Fig. 1: power grid
The bar under the picture is 20 um long. Pins as bars on the die edge.
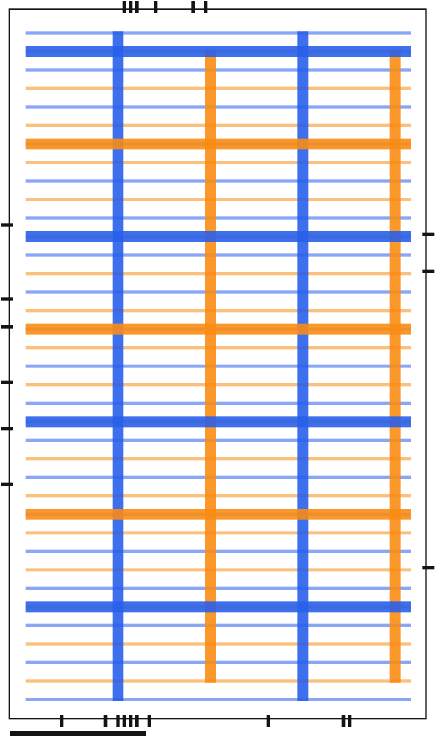
Fig. 2: placement by cell class
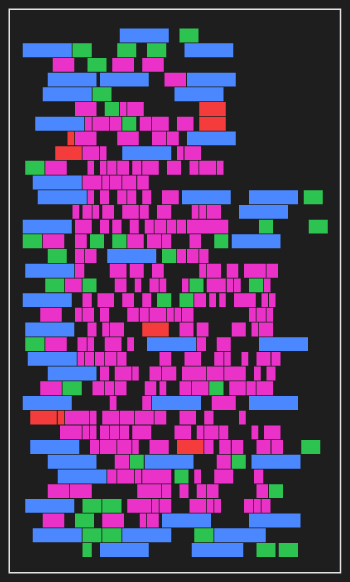
Fig. 3: clock distribution
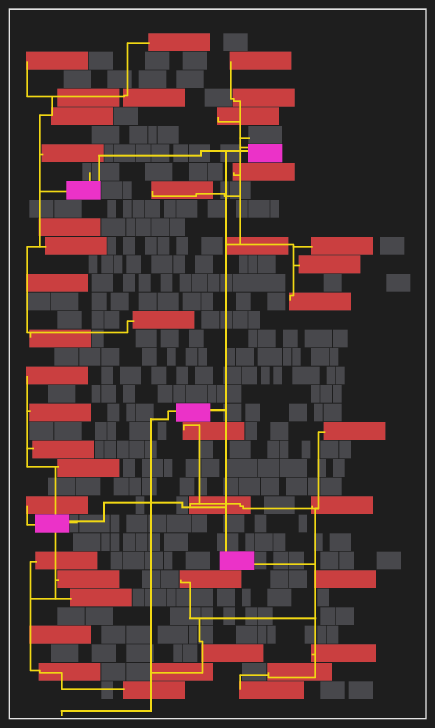
Fig. 4: routed metal, one colour a layer
The bar under the picture is 20 um long.
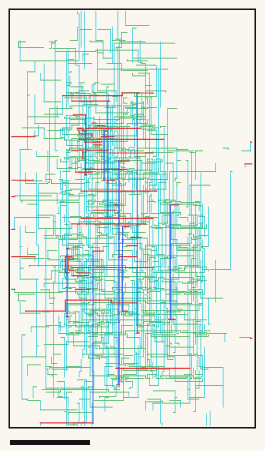
### src/rtl/bdm_sync_responder.sv
// Target side of the BDM SYNC handshake: qualifies a long host low pulse on BKGD,
// then answers with a timed low drive, an optional speedup high drive and a release.
module bdm_sync_responder #(
    parameter int MIN_SYNC_LOW   = 128,
    parameter int SETTLE_DELAY   = 16,
    parameter int RESP_LOW       = 128,
    parameter int SPEEDUP_CYCLES = 1
) (
    input  logic        clk_i,
    input  logic        rst_ni,
    input  logic        enable_i,
    input  logic        bkgd_in_i,
    output logic        bkgd_out_o,
    output logic        bkgd_oe_o,
    output logic        busy_o,
    output logic        sync_detected_o,
    output logic        response_done_o,
    output logic [15:0] low_count_o
);

    typedef enum logic [2:0] {
        ST_IDLE,
        ST_MEASURE,
        ST_SETTLE,
        ST_DRIVE,
        ST_SPEEDUP,
        ST_RELEASE
    } state_t;

    localparam logic [15:0] MIN_C     = 16'(MIN_SYNC_LOW);
    localparam logic [15:0] SETTLE_M1 = 16'(SETTLE_DELAY - 1);
    localparam logic [15:0] RESP_M1   = 16'(RESP_LOW - 1);
    localparam logic [15:0] SPEED_M1  = 16'((SPEEDUP_CYCLES > 0) ? SPEEDUP_CYCLES - 1 : 0);
    localparam logic [15:0] CNT_MAX   = 16'hFFFF;

    state_t      state_q;
    logic        bkgd_meta_q;
    logic        bkgd_s_q;
    logic [15:0] cnt_q;
    logic [15:0] low_count_q;
    logic        oe_q;
    logic        out_q;
    logic        busy_q;
    logic        sync_det_q;
    logic        done_q;

    always_ff @(posedge clk_i or negedge rst_ni) begin
        if (!rst_ni) begin
            bkgd_meta_q <= 1'b1;
            bkgd_s_q    <= 1'b1;
            state_q     <= ST_IDLE;
            cnt_q       <= '0;
            low_count_q <= '0;
            oe_q        <= 1'b0;
            out_q       <= 1'b1;
            busy_q      <= 1'b0;
            sync_det_q  <= 1'b0;
            done_q      <= 1'b0;
        end else begin
            bkgd_meta_q <= bkgd_in_i;
            bkgd_s_q    <= bkgd_meta_q;
            sync_det_q  <= 1'b0;
            done_q      <= 1'b0;

            if (!enable_i) begin
                state_q <= ST_IDLE;
                cnt_q   <= '0;
                oe_q    <= 1'b0;
                out_q   <= 1'b1;
                busy_q  <= 1'b0;
            end else begin
                case (state_q)
                    ST_IDLE: begin
                        if (!bkgd_s_q) begin
                            state_q <= ST_MEASURE;
                            cnt_q   <= 16'd1;
                            busy_q  <= 1'b1;
                        end
                    end
                    ST_MEASURE: begin
                        if (!bkgd_s_q) begin
                            if (cnt_q != CNT_MAX) begin
                                cnt_q <= cnt_q + 16'd1;
                            end
                        end else if (cnt_q >= MIN_C) begin
                            low_count_q <= cnt_q;
                            sync_det_q  <= 1'b1;
                            cnt_q       <= SETTLE_M1;
                            state_q     <= ST_SETTLE;
                        end else begin
                            state_q <= ST_IDLE;
                            cnt_q   <= '0;
                            busy_q  <= 1'b0;
                        end
                    end
                    ST_SETTLE: begin
                        // A new low here is the host restarting SYNC; it outranks the timeout.
                        if (!bkgd_s_q) begin
                            state_q <= ST_MEASURE;
                            cnt_q   <= 16'd1;
                        end else if (cnt_q == '0) begin
                            state_q <= ST_DRIVE;
                            cnt_q   <= RESP_M1;
                            oe_q    <= 1'b1;
                            out_q   <= 1'b0;
                        end else begin
                            cnt_q <= cnt_q - 16'd1;
                        end
                    end
                    ST_DRIVE: begin
                        if (cnt_q == '0) begin
                            out_q <= 1'b1;
                            if (SPEEDUP_CYCLES > 0) begin
                                state_q <= ST_SPEEDUP;
                                cnt_q   <= SPEED_M1;
                            end else begin
                                state_q <= ST_RELEASE;
                                oe_q    <= 1'b0;
                            end
                        end else begin
                            cnt_q <= cnt_q - 16'd1;
                        end
                    end
                    ST_SPEEDUP: begin
                        if (cnt_q == '0) begin
                            state_q <= ST_RELEASE;
                            oe_q    <= 1'b0;
                        end else begin
                            cnt_q <= cnt_q - 16'd1;
                        end
                    end
                    ST_RELEASE: begin
                        // Our own low drive is still draining out of the synchronizer here.
                        if (bkgd_s_q) begin
                            state_q <= ST_IDLE;
                            done_q  <= 1'b1;
                            busy_q  <= 1'b0;
                        end
                    end
                    default: begin
                        state_q <= ST_IDLE;
                        cnt_q   <= '0;
                        oe_q    <= 1'b0;
                        out_q   <= 1'b1;
                        busy_q  <= 1'b0;
                    end
                endcase
            end
        end
    end

    assign bkgd_out_o      = out_q;
    assign bkgd_oe_o       = oe_q;
    assign busy_o          = busy_q;
    assign sync_detected_o = sync_det_q;
    assign response_done_o = done_q;
    assign low_count_o     = low_count_q;

endmodule

### config.mk
export PLATFORM = sky130hd
export DESIGN_NAME = bdm_sync_responder
export DESIGN_NICKNAME = d
export VERILOG_FILES = /design/src/rtl/bdm_sync_responder.sv
export SDC_FILE = /design/constraint.sdc
export NUM_CORES = 1
export LEC_CHECK = 0
export CORE_AREA = 2 2 59 102
export DETAILED_ROUTE_END_ITERATION = 16
export DIE_AREA = 0 0 61 104
export PLACE_DENSITY = 0.76
export SYNTH_ARGS = -nofsm -noshare
export SYNTH_HDL_FRONTEND = slang
export SYNTH_SLANG_ARGS = --single-unit
### constraint.sdc
create_clock -name clk_i -period 2.9 [get_ports clk_i]
set_input_delay 0.58 -clock clk_i [delete_from_list [all_inputs] [get_ports clk_i]]
set_output_delay 0.58 -clock clk_i [all_outputs]
set_load 0.005 [all_outputs]
==> impl_metrics.env <==
# source this file to load flow results
export IMPL_dominant_cell_class="logic gates"
export IMPL_worst_hold_path_type="reg -> reg"
export IMPL_outcome="finished clean"
export IMPL_dominant_combinational_family="simple AND/OR/NAND/NOR gates"
export IMPL_cts_buffers_inserted=5
export IMPL_clockPowerShare=0.294
export IMPL_crit_arrival_ns=2.84
export IMPL_power_combinational_fraction=0.235
export IMPL_critPathLaunch="cnt_q[11]$_DFFE_PN0P_"
export IMPL_final_layout_top_logic_cells="dfrtp_1, nand2_1, nor2_1, clkdlybuf4s50_1, mux2_2"
export IMPL_via_count_of_the_first_global_routing_pass=2401
export IMPL_synth_cells_most_frequent="dfrtp_1, nand2_1, nor2_1"
export IMPL_fin_worst_hold_slack_ns=0.360
export IMPL_worst_slew_pin_slew_ns=0.935
export IMPL_tmin_final_ns=2.65
export IMPL_mux_share=0.0837
export IMPL_tritoncts="done"
export IMPL_max_cap_violations=0
export IMPL_route_layer_met1_wl_um=2560
export IMPL_dpl_cell_area_um2=3020
export IMPL_area_sequential_um2=1050
export IMPL_power_density_nw_per_um2=436
export IMPL_n_antenna_cell=0
export IMPL_die_area_um2=6340
export IMPL_layout_clock_buffer_count=8
export IMPL_cts_repair_resize_count=0
export IMPL_drt_iter0_drc=143
export IMPL_cts_root_buffer_cell="clkbuf_8"
export IMPL_r2r_cells=6
export IMPL_synth_simple_gate_area_share=0.228
export IMPL_power_group_top="sequential cells"
export IMPL_worstPathRequired_ns=3.09
export IMPL_cp_num_buf_inv=0
export IMPL_io_pins=25
export IMPL_netlist_top_cell_by_instances="dfrtp_1"
export IMPL_postSynth_topFlopCell="dfrtp_1"
export IMPL_netlist_cell_type_count=59
export IMPL_cpMaxStageDelayCell="or4_4"
export IMPL_areaGrowthSynthToFinish_pct=16.1
export IMPL_top_signal_layer_used="met4"
export IMPL_setup_violations=0
export IMPL_ff_count=42
export IMPL_met1_usage=0.293
export IMPL_yosys_warnings=0
export IMPL_postRouteAntennaNets=0
export IMPL_clock_sink_count=42
export IMPL_irDropWorstVdd_v=0.000298
export IMPL_timing_final_crit_share=0.912
export IMPL_layout_buffer_nonclock_area_share=0.117
export IMPL_cp_delay_by_family_top="simple AND/OR/NAND/NOR gates"
export IMPL_grt_busiest_layer="met2"
export IMPL_crit_path_cell_trace="or4_4 > or4_1 > nor3b_2 > o21ai_0 > nand2_1 > mux2_2"
export IMPL_critical_path_endpoint_type="register"
export IMPL_max_clock_freq_mhz=378
export IMPL_cts_htree_levels=2
export IMPL_tap_cells=76
export IMPL_internal_power_uw=927
export IMPL_clock_insertion_delay_at_the_later_pin_of_the_skew_report_ns=0.32
export IMPL_timing_critical_path_to="state_q[1]$_DFFE_PN0P_"
export IMPL_yosys_area_top_type_share=0.365
export IMPL_use_met3=0.0386
export IMPL_layout_non_clock_inverters=5
export IMPL_postSynth_asyncResetShare=1.00
export IMPL_die_size_x_um=61
export IMPL_switching_share=0.316
export IMPL_post_cts_setup_buffer_count=0
export IMPL_critPathMaxFanout=9
export IMPL_n_all_buffers=41
export IMPL_register_share_after_synthesis=0.394
export IMPL_final_clock_cell_share=0.0290
export IMPL_min_delay_worst_endpoint="bkgd_s_q$_DFF_PN1_"
export IMPL_syn_mean_instance_area_um2=9.13
export IMPL_switchingPower_uw=428
export IMPL_comb_area_share=0.478
export IMPL_die_y_um=104
export IMPL_post_route_cells_drive_above_1_share=0.179
export IMPL_finish_net_count=325
export IMPL_vias=2430
export IMPL_clockBufferDepth=2
Back to the opening pictures, Fig. 1:
legend:
  VSS:
    colour: blue
  VDD:
    colour: orange
met5 straps: 7
signal pins: 25
met4 straps: 4
met1 rails: 37
rows: 36

Back to the opening pictures, Fig. 2:
legend:
  all other logic:
    colour: magenta
    cells: 228
  clock drivers and dummy loads:
    colour: red
    cells: 8
  flops:
    colour: blue
    cells: 42
  other buffers and delay cells:
    colour: green
    cells: 41
final std cell area, no fill: 3110 um^2
sequential portion of the cell area: 0.340
Layout Utilization: 0.561
placeable core region: 5540 um^2
number of core rows: 36

Back to the opening pictures, Fig. 3:
legend:
  flip-flops:
    colour: red
    count: 42
  clock wires:
    colour: yellow
    length: 592 um
  cells driving clock nets:
    colour: magenta
    count: 5
flops lie: spread over the die
total clock network power: 398 uW
Final Skew: 0.0140 ns

Back to the opening pictures, Fig. 4:
legend:
  met3:
    colour: red
    wire_length: 340 um
  met4:
    colour: blue
    wire_length: 282 um
  met1:
    colour: green
    wire_length: 2560 um
  met2:
    colour: cyan
    wire_length: 3390 um
all-layer global routing usage: 0.233
wire per inst: 16.6 um
Detailed Route WL: 6570 um

Power is estimated from default activity; no workload was simulated.
